==> config.mk <==
export PLATFORM = sky130hd
export DESIGN_NAME = guess_row_sequencer_flat
export DESIGN_NICKNAME = d
export VERILOG_FILES = /design/src/rtl/guess_row_sequencer_if.sv /design/src/rtl/guess_row_sequencer.sv /design/src/flat_wrapper.sv
export SDC_FILE = /design/constraint.sdc
export NUM_CORES = 1
export LEC_CHECK = 0
export CELL_PAD_IN_SITES_DETAIL_PLACEMENT = 0
export CELL_PAD_IN_SITES_GLOBAL_PLACEMENT = 1
export CORE_MARGIN = 3
export CORE_UTILIZATION = 42
export CTS_BUF_LIST = sky130_fd_sc_hd__clkbuf_4
export CTS_CLUSTER_DIAMETER = 50
export CTS_CLUSTER_SIZE = 16
export DETAILED_ROUTE_END_ITERATION = 10
export PLACE_DENSITY = 0.79
export SLEW_MARGIN = 20
export SYNTH_ARGS = -nofsm -noshare
export SYNTH_HDL_FRONTEND = slang
export SYNTH_SLANG_ARGS = --single-unit
==> constraint.sdc <==
create_clock -name clk -period 2.05 [get_ports clk]
set_input_delay 0.3075 -clock clk [delete_from_list [all_inputs] [get_ports clk]]
set_output_delay 0.3075 -clock clk [all_outputs]
set_load 0.005 [all_outputs]
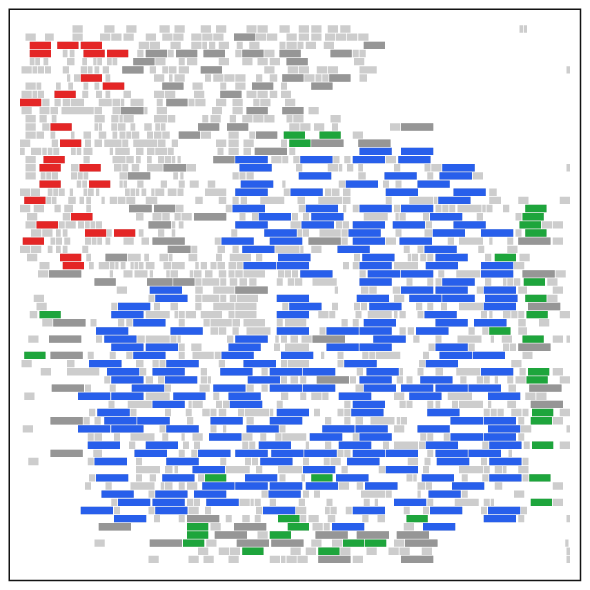
registers.png
(3 px per um)
[`u_core.bus.rd_data`] green | sequential cells: 35
[`u_core.bus.eval_row`] red | sequential cells: 25
[`u_core.board_q`] blue | sequential cells: 210
not colored: 73
Layout Utilization: 52.84%
area occupied by registers: 9340 um^2
power of the sequential group: 7690 uW

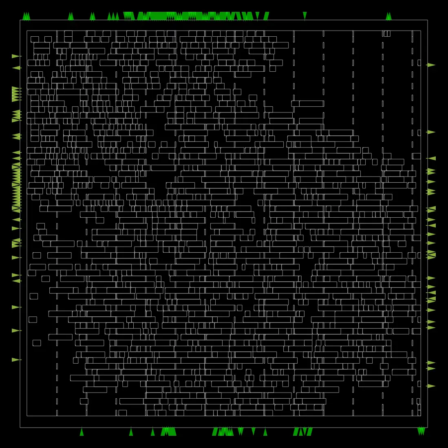
final_placement.png
Tapcell Cnt: 442
final cell count without fillers: 1719
number of placement rows: 66

==> metrics.csv <==
metric;value;unit
ios;180;
grt_setup_unrepaired;false;
n_fill_cell;2814;
synthAoiAreaFrac;4.261;%
placed_cells_incl_taps;1653;
hold_buffers;2;
clock.fmax;501.7;MHz
asyncSetResetFlopFracSynth;0;%
syn-mean-instance-area;13.74;um^2
run_status;completed;
finalHoldWorstSlack;0.1698;ns
clockNetworkPower;3670;uW
ir_drop;0.0004656;V
detail_route.drc_violations;0;
power-top-group;registers;
layout_top_cells_excl_fill_tap;and2_1, edfxtp_1, clkdlybuf4s50_1, dfxtp_1, mux2i_1;
timing.max_cap.violations;0;
min_period_over_period;97.24;%
netlist_area;14210;um^2
share_seq_of_total_power;62.6;%
clockRootBuffer;clkbuf_4;
synth_largest_type_area_fraction;51.98;%
leakage;0.006575;uW
multiInputCombCellCount;588;
layout.clock.cell_area_share;2.853;%
internal_portion_of_total_power;9424;uW
portBuffers;169;
crit_path_max_incr_delay;0.51;ns
p_sw_share;23.29;%
grtUsageMet1;23.33;%
numSynthFlops;343;
cts-resized-gates;12;
areaGrowthSynthToFinish;22.50;%
largestClassByArea;sequential cells;
synth.yosys.warnings;0;
synth.cellmix.adderShare;0.6691;%
logic_area;4452;um^2
htree_levels;2;
place_worst_setup_slack;-0.07844;ns
buffers_non_clock;240;
edf_count;246;
worstSetupPathType;reg -> out;
m1WireLength;13.42;mm
r2r_cells;5;
die-height;189.9;um
netlist_instances;1034;
==> Yosys cell counts (5+ instances only) <==
| library cell | count |
|---|---|
| or2_2 | 7 |
| nor2_1 | 19 |
| a21oi_1 | 34 |
| nand4_1 | 29 |
| mux2i_1 | 62 |
| nand2_1 | 10 |
| and2_1 | 248 |
| o22ai_1 | 35 |
| dfxtp_1 | 97 |
| mux4_2 | 35 |
| ha_1 | 6 |
| nand2b_1 | 5 |
| buf_4 | 13 |
| clkbuf_1 | 37 |
| edfxtp_1 | 246 |
| inv_1 | 43 |
| o21ai_0 | 31 |
| buf_2 | 13 |
| nor2b_1 | 27 |
==> worst max-delay path: cells and delay by family (launching register included) <==
kind | cells | cell delay [ns]
buffers and inverters | 2 | 0.66
flip-flops | 1 | 0.37
Power and IR drop assume default switching activity.
